$ cat src/rtl/lc3b_types.sv
// rtl/lc3b_types.sv - LC-3b opcode and register types shared by the core
//
// Purpose: shared LC-3b instruction encodings for the out-of-order core.
// Contents:
//   lc3b_opcode - 4-bit opcode enum (instruction bits [15:12])
//   lc3b_reg    - 3-bit register index (also carries nzp for branches)

package lc3b_types;

  typedef enum logic [3:0] {
    op_br   = 4'b0000,
    op_add  = 4'b0001,
    op_ldb  = 4'b0010,
    op_stb  = 4'b0011,
    op_jsr  = 4'b0100,
    op_and  = 4'b0101,
    op_ldr  = 4'b0110,
    op_str  = 4'b0111,
    op_rti  = 4'b1000,
    op_not  = 4'b1001,
    op_ldi  = 4'b1010,
    op_sti  = 4'b1011,
    op_jmp  = 4'b1100,
    op_shf  = 4'b1101,
    op_lea  = 4'b1110,
    op_trap = 4'b1111
  } lc3b_opcode;

  typedef logic [2:0] lc3b_reg;

endpackage

$ cat src/rtl/reorder_buffer.sv
// rtl/reorder_buffer.sv - circular reorder buffer for the out-of-order LC-3b core
//
// Purpose: dispatch allocates entries at the tail in program order, the CDB
// completes them out of order, and commit drains the head in order. A tag
// lookup port serves operand reads for the issue stage.
//
// Optional feature: define ROB_CDB_BYPASS_EN to forward a same-cycle CDB
// broadcast onto the lookup port (src_ready/src_value).
//
// Ports:
//   clk, clr                    - clock, synchronous active-high reset
//   alloc_in/opcode/dest/predict - allocation request and its fields
//   alloc_tag, rob_full         - tag for this allocation (tail), no free entry
//   cdb_valid/tag/value         - result broadcast
//   src_tag -> src_ready/value  - operand lookup
//   valid_out, opcode_out, dest_out, value_out, predict_out - head bundle
//   rob_empty                   - no occupied entries
//   RE_in                       - commit stage consumes head
//   flush_in                    - discard all entries

module reorder_buffer
  import lc3b_types::*;
#(
  parameter int data_width = 16,
  parameter int tag_width  = 3
) (
  input  logic                  clk,
  input  logic                  clr,
  input  logic                  alloc_in,
  input  lc3b_opcode            alloc_opcode,
  input  lc3b_reg               alloc_dest,
  input  logic                  alloc_predict,
  output logic [tag_width-1:0]  alloc_tag,
  output logic                  rob_full,
  input  logic                  cdb_valid,
  input  logic [tag_width-1:0]  cdb_tag,
  input  logic [data_width-1:0] cdb_value,
  input  logic [tag_width-1:0]  src_tag,
  output logic                  src_ready,
  output logic [data_width-1:0] src_value,
  output logic                  valid_out,
  output lc3b_opcode            opcode_out,
  output lc3b_reg               dest_out,
  output logic [data_width-1:0] value_out,
  output logic                  predict_out,
  output logic                  rob_empty,
  input  logic                  RE_in,
  input  logic                  flush_in
);

  localparam int depth = 1 << tag_width;
  localparam logic [tag_width:0] full_count = {1'b1, {tag_width{1'b0}}};

  logic                  busy      [depth];
  logic                  ready     [depth];
  lc3b_opcode            opcode_mem[depth];
  lc3b_reg               dest_mem  [depth];
  logic [data_width-1:0] value_mem [depth];
  logic                  predict_mem[depth];

  logic [tag_width-1:0]  head;
  logic [tag_width-1:0]  tail;
  logic [tag_width:0]    count;

  logic do_alloc;
  logic do_commit;
  logic cdb_hit;

  assign rob_empty = (count == '0);
  assign rob_full  = (count == full_count);
  assign alloc_tag = tail;

  // A full buffer refuses allocation even if the head retires this cycle,
  // so the decision never depends on the commit path.
  assign do_alloc  = alloc_in && !rob_full;
  assign valid_out = !rob_empty && ready[head];
  assign do_commit = RE_in && valid_out;
  assign cdb_hit   = cdb_valid && busy[cdb_tag];

  assign opcode_out  = opcode_mem[head];
  assign dest_out    = dest_mem[head];
  assign value_out   = value_mem[head];
  assign predict_out = predict_mem[head];

`ifdef ROB_CDB_BYPASS_EN
  logic bypass_hit;
  assign bypass_hit = cdb_valid && (cdb_tag == src_tag) && busy[src_tag];
  assign src_ready  = bypass_hit || (busy[src_tag] && ready[src_tag]);
  assign src_value  = bypass_hit ? cdb_value : value_mem[src_tag];
`else
  assign src_ready  = busy[src_tag] && ready[src_tag];
  assign src_value  = value_mem[src_tag];
`endif

  always_ff @(posedge clk) begin
    if (clr) begin
      head  <= '0;
      tail  <= '0;
      count <= '0;
      for (int i = 0; i < depth; i++) begin
        busy[i]        <= 1'b0;
        ready[i]       <= 1'b0;
        opcode_mem[i]  <= op_br;
        dest_mem[i]    <= '0;
        value_mem[i]   <= '0;
        predict_mem[i] <= 1'b0;
      end
    end else if (flush_in) begin
      // Stored fields are left as-is; busy/ready gate every use of them.
      head  <= '0;
      tail  <= '0;
      count <= '0;
      for (int i = 0; i < depth; i++) begin
        busy[i]  <= 1'b0;
        ready[i] <= 1'b0;
      end
    end else begin
      if (do_alloc) begin
        busy[tail]        <= 1'b1;
        ready[tail]       <= 1'b0;
        opcode_mem[tail]  <= alloc_opcode;
        dest_mem[tail]    <= alloc_dest;
        predict_mem[tail] <= alloc_predict;
        tail              <= tail + 1'b1;
      end

      // The allocated slot is never busy beforehand, so a CDB write can
      // not collide with a same-cycle allocation.
      if (cdb_hit) begin
        ready[cdb_tag]     <= 1'b1;
        value_mem[cdb_tag] <= cdb_value;
      end

      // Placed last so a retiring head wins over a late CDB write to it.
      if (do_commit) begin
        busy[head]  <= 1'b0;
        ready[head] <= 1'b0;
        head        <= head + 1'b1;
      end

      case ({do_alloc, do_commit})
        2'b10:   count <= count + 1'b1;
        2'b01:   count <= count - 1'b1;
        default: count <= count;
      endcase
    end
  end

endmodule
$ cat config.mk
export PLATFORM = sky130hd
export DESIGN_NAME = reorder_buffer
export DESIGN_NICKNAME = d
export VERILOG_FILES = /design/src/rtl/lc3b_types.sv /design/src/rtl/reorder_buffer.sv
export SDC_FILE = /design/constraint.sdc
export NUM_CORES = 1
export LEC_CHECK = 0
export CORE_AREA = 10 10 207 209
export CTS_BUF_LIST = sky130_fd_sc_hd__clkbuf_16
export CTS_CLUSTER_SIZE = 16
export DETAILED_ROUTE_END_ITERATION = 10
export DIE_AREA = 0 0 217 219
export GPL_ROUTABILITY_DRIVEN = 0
export GPL_TIMING_DRIVEN = 0
export SLEW_MARGIN = 20
export SYNTH_ARGS = -nofsm -noshare
export SYNTH_HDL_FRONTEND = slang
export SYNTH_SLANG_ARGS = --single-unit
$ cat constraint.sdc
create_clock -name clk -period 5.8 [get_ports clk]
set_clock_uncertainty 0.1 [all_clocks]
set_input_delay 1.45 -clock clk [delete_from_list [all_inputs] [get_ports clk]]
set_output_delay 1.45 -clock clk [all_outputs]
set_load 0.1 [all_outputs]
### Clock routing, run 1

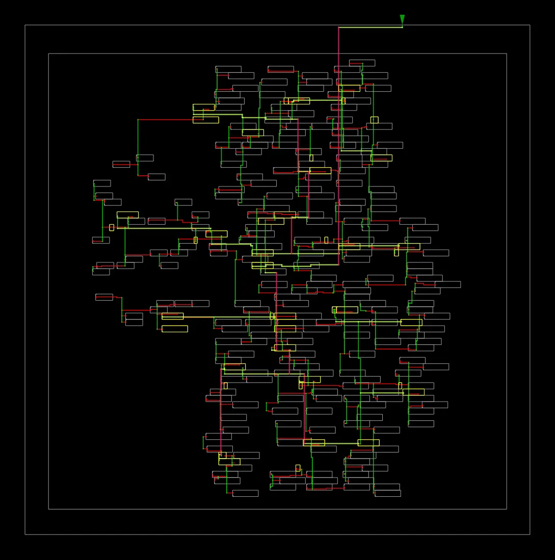
worst skew pair latency: 0.53 ns
P_clk: 1.55 mW
FFs & Latches: 221
number of clock buffers inserted by TritonCTS: 24
clk sinks: 221

### Routed metal, one colour a layer, run 1

Scale bar: 50 um. Only two layers are drawn.
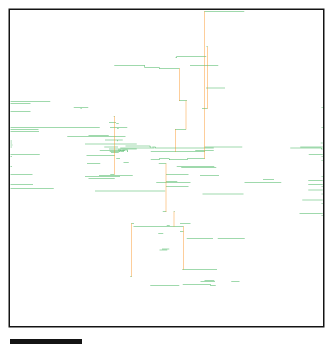
- metal 3: green (wire length 1,420 um)
- metal 4: orange (wire length 353 um)

==> run summary, run 1 <==
Comb. pwr - 0.403 mW
WP buf/inv - 3
busiest grt layer - met2
synthesis area per yosys - 0.0114 sq mm
register share after synthesis - 55.6%
tool warnings - 26
Top reg by flops - value_mem
Int Power - 2.81 mW
status - finished, final reports clean
postcts setup bufs - 0
top sig layer - met5
Critical Path Source Type - input port
gr ovfl total - 0
CP max-delay cell - clkdlybuf4s50_1
crit-path cells - buf_1, clkbuf_1, mux2_2, clkdlybuf4s50_1
Post-Syn Area per Cell - 14.9 sq um
chip area - 0.0475 sq mm
Setup crit end - src_value[14]
Max Clock Freq - 0.175 GHz
Top power group - registers
final WL - 30,000 um
final hold vios - 0
switch share - 24.9%
Largest logic family - multiplexers
max incr delay on CP - 1.15 ns
crit-path leading delay family - buffers and inverters
critical path class - in2out
PnR worst setup slack - 0.0819 ns
initial antenna violation count - 1
Syn Inst Count - 766
Core ar. - 0.0386 sq mm
### Power grid, run 1

Scale bar: 50 um. Pins as bars on the die edge. Tap cells in grey.
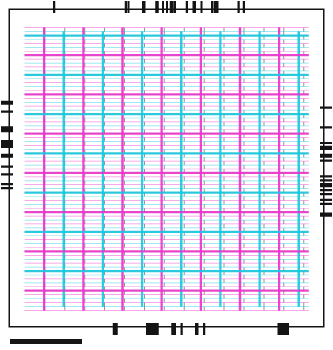
- VSS: magenta
- VDD: cyan
- rows: 72
- signal pins: 83
- met4 straps: 14
- met1 rails: 73

### Clock network drawn from the DEF, run 1

Scale bar: 50 um.
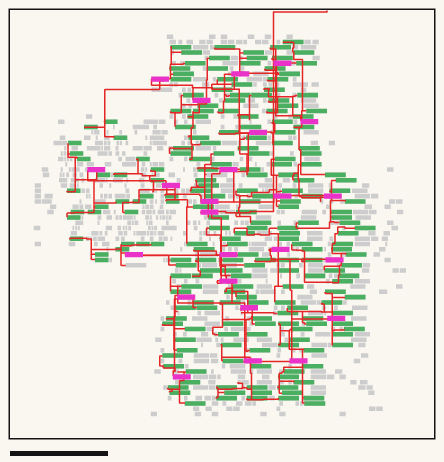
- flip-flops: green (count 221)
- clock drivers: magenta (count 24)
- clock wires: red (length 3,000 um)
- routed clock nets: 25

## run 1: tightest hold or removal path, stage by stage, from the launching register on
cell	delay [ns]
dfxtp_1	0.32
inv_1	0.06
a221oi_2	0.05
## run 1: area by class of cell
class | instances | area (sq um)
Fill cell | 3796 | 24900
Sequential cell | 221 | 6350
Multi-Input combinational cell | 473 | 4730
Timing Repair Buffer | 79 | 793
Tap cell | 518 | 648
Clock buffer | 25 | 626
Buffer | 59 | 298
Clock inverter | 18 | 163
Inverter | 13 | 48.8
## run 1: kinds of logic (layout without fill, tap and decap cells)
| family | after synthesis | count (layout) |
|---|---|---|
| buf+inv | 72 | 194 |
| compound gates | 38 | 38 |
| fa+ha+maj | 6 | 6 |
| flops | 221 | 221 |
| simple gates | 294 | 294 |
| mux | 131 | 131 |
| xor+xnor | 4 | 4 |
==> run 2: changes to the inputs <==
--- a/config.mk
+++ b/config.mk
@@ -16,3 +16,4 @@
 export SYNTH_ARGS = -nofsm -noshare
 export SYNTH_HDL_FRONTEND = slang
 export SYNTH_SLANG_ARGS = --single-unit
+export TNS_END_PERCENT = 5
### Routed metal, one colour a layer, run 2

Scale bar: 50 um. Only two layers are drawn.
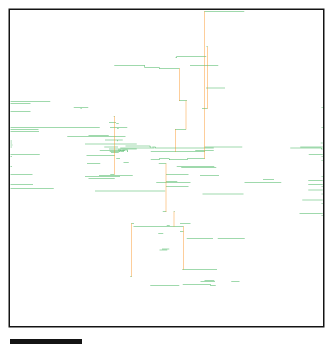
- metal 4: orange (wire length 353 um)
- metal 3: green (wire length 1,420 um)

==> run 2 against run 1 <==
  * Setup slack unchanged
  * Critical endpoint unchanged
  * Highest routed layer unchanged
  * Utilization unchanged
  * Count of clock-buffer cells in the layout unchanged
  * Maximum frequency unchanged
==> run summary, run 2 <==
busiest grt layer - met2
gr ovfl total - 0 (unchanged)
initial antenna violation count - 1 (unchanged)
Largest logic family - multiplexers
worst skew pair latency - 0.53 ns (about the same)
PnR worst setup slack - 0.0819 ns (unchanged)
final WL - 30,000 um (unchanged)
Largest register FFs - 128
Setup violations, final - 0
Core ar. - 0.0386 sq mm (unchanged)
placed inst area - 0.0129 sq mm
pwr dens - 274 mW/mm^2
clk sinks - 221 (unchanged)
crit-path leading delay family - buffers and inverters
Top reg by flops - value_mem
Mapped Area - 0.0114 sq mm
Hold-fix buffers, CTS - 0
postcts setup bufs - 0 (unchanged)
Setup crit end - src_value[14]
final hold vios - 0 (unchanged)
tool warnings - 26 (unchanged)
Initial Util - 29.6%
Worst Hold Launch - busy[2]
max incr delay on CP - 1.15 ns (about the same)
critical path class - in2out
WP buf/inv - 3 (unchanged)
Post-Syn Area per Cell - 14.9 sq um (unchanged)
R2R Path End - count[3]
fin area - 0.0137 sq mm
crit-path cells - buf_1, clkbuf_1, mux2_2, clkdlybuf4s50_1
status - finished, final reports clean
register share after synthesis - 55.6% (unchanged)
area grow syn2layout - 19.5%
number of clock buffers inserted by TritonCTS - 24 (unchanged)
Critical Path Source Type - input port
Syn Inst Count - 766 (unchanged)
synthesis area per yosys - 0.0114 sq mm (unchanged)
Max Clock Freq - 0.175 GHz (unchanged)
Pleak - 4.74 nW
### Placed cells, one colour a class, run 2

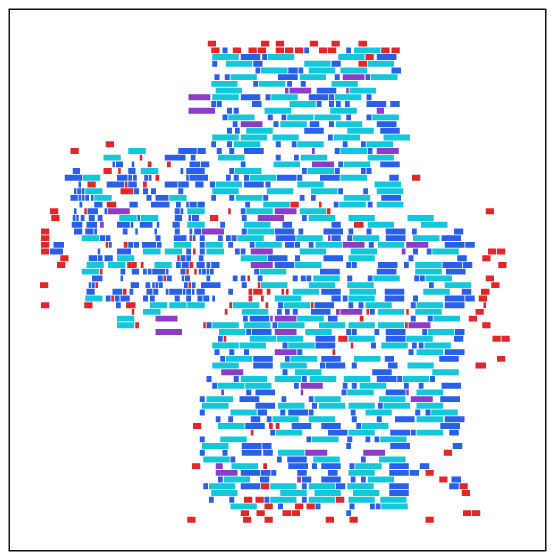
- clock drivers and dummy loads: purple (cells 43)
- flops: cyan (cells 221)
- combinational and other logic: blue (cells 486)
- other buffers and delay cells: red (cells 138)

[run 2: cell counts after synthesis]
Identical to the previous run, type by type.
[run 2: report_power, final]
group,total (mW),switching (mW),internal [mW]
clock,1.55,0.637,0.911
combinational,0.403,0.276,0.127
sequential,1.79,0.0203,1.77
total,3.74,0.933,2.81
[run 2: routing by layer]
metal | share of wire, % | routed length [um] | vias to the layer above
met5 | 0.023 | 7 | -
met4 | 1.2 | 352 | 2
met3 | 4.7 | 1420 | 23
met1 | 44 | 13100 | 3435
met2 | 50 | 15100 | 173
li1 | - | - | 3107
[run 2: cell type report]
class,count,area [sq um]
multi-input cells,473,4730
clock buffers,25,626
inverters,13,48.8
repair buffers,79,793
well taps,518,648
fillers,3796,24900
plain buffers,59,298
flip-flops and latches,221,6350
clock inverters,18,163
Power figures rest on the tool's default switching activity, not on a simulated workload.
